[config.mk]
export PLATFORM = sky130hd
export DESIGN_NAME = hazard_forwarding_unit
export DESIGN_NICKNAME = d
export VERILOG_FILES = /design/src/rtl/hazard_forwarding_unit.sv
export SDC_FILE = /design/constraint.sdc
export NUM_CORES = 1
export LEC_CHECK = 0
export CORE_MARGIN = 2
export CORE_UTILIZATION = 50
export DETAILED_ROUTE_END_ITERATION = 16
export PLACE_DENSITY_LB_ADDON = 0.2
export SYNTH_ARGS = -nofsm -noshare
export SYNTH_HDL_FRONTEND = slang
export SYNTH_SLANG_ARGS = --single-unit
[constraint.sdc]
create_clock -name clk -period 5.5 [get_ports clk]
set_input_delay 1.65 -clock clk [delete_from_list [all_inputs] [get_ports clk]]
set_output_delay 1.65 -clock clk [all_outputs]
set_load 0.1 [all_outputs]
[src/rtl/hazard_forwarding_unit.sv]
// Hazard controller for the 5-stage core: operand forwarding selects, load-use
// stalls, taken-redirect squash, and saturating stall/flush cycle counters.
module hazard_forwarding_unit #(
  parameter int unsigned CNT_W = 16
) (
  input  logic             clk,
  input  logic             rst_n,
  input  logic [4:0]       ID_rs1,
  input  logic [4:0]       ID_rs2,
  input  logic [4:0]       ID_rd,
  input  logic             ID_use_rs1,
  input  logic             ID_use_rs2,
  input  logic             ID_RF_enable,
  input  logic             ID_load_Instr,
  input  logic             EX_branch_taken,
  output logic             PC_hold,
  output logic             IF_ID_hold,
  output logic             IF_ID_flush,
  output logic             ID_EX_bubble,
  output logic [1:0]       fwd_a,
  output logic [1:0]       fwd_b,
  output logic [CNT_W-1:0] stall_count,
  output logic [CNT_W-1:0] flush_count
);

  localparam int unsigned RegW = 5;

  typedef struct packed {
    logic            valid;
    logic [RegW-1:0] rd;
    logic            we;
    logic            load;
  } stage_rec_t;

  stage_rec_t       ex_q, ex_d, mem_q, mem_d, wb_q, wb_d;
  logic [CNT_W-1:0] stall_count_q, stall_count_d;
  logic [CNT_W-1:0] flush_count_q, flush_count_d;
  logic             redirect;
  logic             load_use;

  // x0 is hardwired, so a record targeting it never produces a value to forward.
  function automatic logic is_writing(input stage_rec_t r);
    return r.valid && r.we && (r.rd != RegW'(0));
  endfunction

  function automatic logic [1:0] fwd_sel(input logic use_x, input logic [RegW-1:0] rs,
                                         input stage_rec_t ex, input stage_rec_t mem,
                                         input stage_rec_t wb);
    logic [1:0] sel;
    sel = 2'b00;
    if (use_x) begin
      if (is_writing(ex) && ex.rd == rs)        sel = 2'b01;
      else if (is_writing(mem) && mem.rd == rs) sel = 2'b10;
      else if (is_writing(wb) && wb.rd == rs)   sel = 2'b11;
    end
    return sel;
  endfunction

  always_comb begin
    redirect = rst_n && EX_branch_taken;
    load_use = rst_n && is_writing(ex_q) && ex_q.load &&
               ((ID_use_rs1 && ID_rs1 == ex_q.rd) || (ID_use_rs2 && ID_rs2 == ex_q.rd));

    // A redirect squashes the dependent instruction, so it overrides the stall.
    PC_hold      = load_use && !redirect;
    IF_ID_hold   = load_use && !redirect;
    IF_ID_flush  = redirect;
    ID_EX_bubble = redirect || load_use;

    fwd_a = rst_n ? fwd_sel(ID_use_rs1, ID_rs1, ex_q, mem_q, wb_q) : 2'b00;
    fwd_b = rst_n ? fwd_sel(ID_use_rs2, ID_rs2, ex_q, mem_q, wb_q) : 2'b00;

    ex_d = '0;
    if (!ID_EX_bubble) begin
      ex_d.valid = 1'b1;
      ex_d.rd    = ID_rd;
      ex_d.we    = ID_RF_enable;
      ex_d.load  = ID_load_Instr;
    end
    mem_d = ex_q;
    wb_d  = mem_q;

    stall_count_d = stall_count_q;
    if (PC_hold && stall_count_q != {CNT_W{1'b1}})
      stall_count_d = stall_count_q + CNT_W'(1);
    flush_count_d = flush_count_q;
    if (redirect && flush_count_q != {CNT_W{1'b1}})
      flush_count_d = flush_count_q + CNT_W'(1);
  end

  always_ff @(posedge clk) begin
    if (!rst_n) begin
      ex_q          <= '0;
      mem_q         <= '0;
      wb_q          <= '0;
      stall_count_q <= '0;
      flush_count_q <= '0;
    end else begin
      ex_q          <= ex_d;
      mem_q         <= mem_d;
      wb_q          <= wb_d;
      stall_count_q <= stall_count_d;
      flush_count_q <= flush_count_d;
    end
  end

  assign stall_count = stall_count_q;
  assign flush_count = flush_count_q;

endmodule

Selected gate families:
Bar = 20 µm.
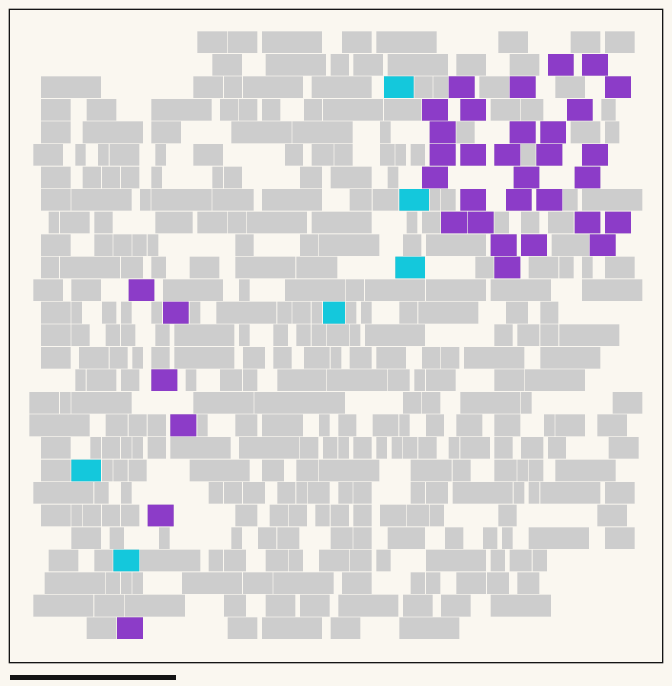
- purple: xor and xnor cells (cells 36; most used xnor2_1)
- cyan: non-inverting ao/oa cells (cells 6)
most numerous logic cell after layout: dfxtp_1
fraction of area in multi-input gates: 0.448
fin cells: 455

Placement by cell class:
Bar = 20 µm.
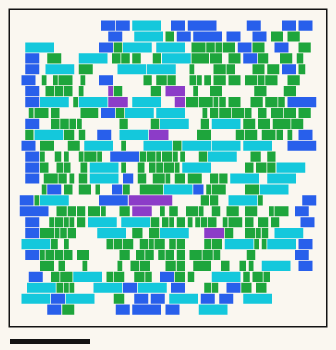
- cyan: sequential cells (cells 54; share of their area 30%)
- purple: clock drivers and dummy loads (cells 8; share of their area 3.1%)
- green: remaining logic cells (cells 257; share of their area 47%)
- blue: remaining buffers and delay cells (cells 64; share of their area 20%)

Drive-strength map:
Bar = 20 µm.
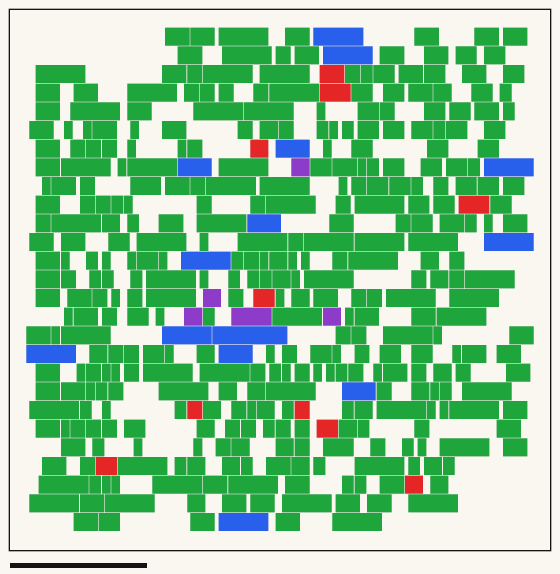
- green: x1 and smaller (cells 354; share 92%; most used dfxtp_1)
- red: x2 (cells 10; share 2.6%)
- purple: x3 and x4 (cells 5; share 1.3%; most used buf_4)
- blue: x6 and larger (cells 14; share 3.7%; most used buf_12)
Final WS setup: 0.304 ns
Syn-to-layout area delta: 31.4%
Design Area, Final: 0.00366 mm²
Non-clock buffers: 64

==> flow_summary.json <==
{
  "status": "finished clean",
  "drc": 0,
  "critPathLaunch": "ID_rs2[4]",
  "rr_worst_depth": 6,
  "ys_seq_frac": 0.388,
  "drt_wl_total_mm": 6.51,
  "gp_congestion": 0.924,
  "vias_per_cell": 5.55,
  "n_clock_buffer": 6,
  "met2_usage": 0.358,
  "fmax_mhz": 192,
  "ys.flop_type": "dfxtp_1",
  "sw_frac_of_total": 0.248,
  "vias": 2524,
  "whs_path_depth": 1,
  "crit_slowest_cell": "or4_1",
  "top_area_frac": 0.388,
  "top_logic_kind": "simple AND/OR/NAND/NOR gates",
  "ys_sh_mux": 0.0431,
  "hold_slack_ns": 0.458,
  "path_clk_slew_ns": 0.10,
  "dp_hpwl_mm": 4.87,
  "layout-drive-gt1-share": 0.0757,
  "common_cells": "dfxtp_1 (54), nand2_1 (31), xnor2_1 (25), and2_1 (20), nand4_1 (18)",
  "async_reset_ff_frac": 0,
  "fp_util": 0.513,
  "fp.dieH_um": 78.7,
  "pwr-share-seq": 0.535,
  "yosys_warnings": 0,
  "slowest_delay_ns": 0.57,
  "numSequentialCells": 54,
  "cts_hold_buf": 0,
  "io_buffers": 61,
  "cp.depth": 6,
  "rows": 27,
  "synth_area_leader_cell": "dfxtp_1",
  "p_sw_uw": 189,
  "crit_buf_inv": 2,
  "xor_share": 0.113,
  "p_clk_frac": 0.346,
  "cts_buffer_depth": 2,
  "fin_crit_ns": 5.20,
  "cts.htree.levels": 2,
  "power.group.top": "registers",
  "regToRegStartpoint": "stall_count[0]",
  "yosys-stat-area_mm2": 0.00279,
  "top_layer": "met4",
  "p_leak_uw": 0.00132,
  "dr_wl_met2_mm": 3.06,
  "edf_count": 0,
  "wl_met3_um": 275,
  "report.final.slew_viol_count": 0,
  "avgRoutedWirePerCell_um": 14.3,
  "min_from": "mem_q[7]",
  "finalCritPeriodShare": 0.945,
  "powerComb_uw": 90.4,
  "synth_area_per_cell_um2": 8.66,
  "synthCells": 322,
  "pg_seq_uw": 407,
  "insertion_delay_ns": 0.31,
  "cp_top_family": "buffers and inverters",
  "reg2reg_slack_ns": 3.31,
  "bufAreaShareNonClock": 0.195,
  "critPathMaxFanout": 3,
  "rsz0062_at_grt": "false",
  "fp_nets": 346,
  "insertedDiodeCount": 0,
  "ios": 62,
  "placed_cells": 447,
  "ir_drop_mv": 0.161,
  "final_nets": 406,
  "cts_tree": "done",
  "grt_max_degree": 29,
  "worstPathArrival_ns": 3.55,
  "tap_cells": 72,
  "p_total_uw": 760,
  "ctsRootBufferMaster": "clkbuf_8",
  "firstDrtPassIters": 4,
  "p_int_uw": 572,
  "required_ns": 3.85
}
Sequential cells coloured by netlist name:
Bar = 20 µm. Other sequential cells in the stronger grey, the rest of the logic in the fainter grey.
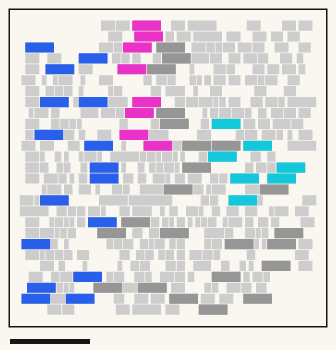
- cyan: wb_q (flops 7; where east)
- magenta: ex_q (flops 8)
- blue: flush_count (flops 16)
- not coloured: 23

Track usage over the die:
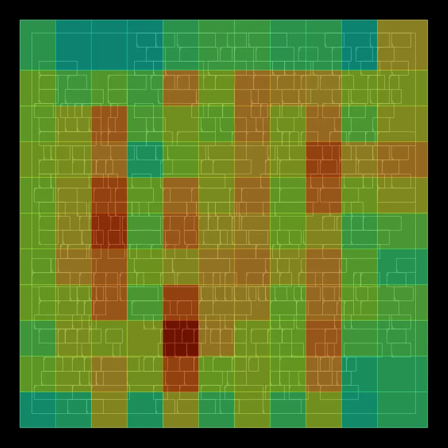
GRT Util Overall: 0.226
Util after Layout: 0.674
Global Route met1 Usage: 0.311
Top Usage Layer GRT: met2

Power and IR drop assume default switching activity.
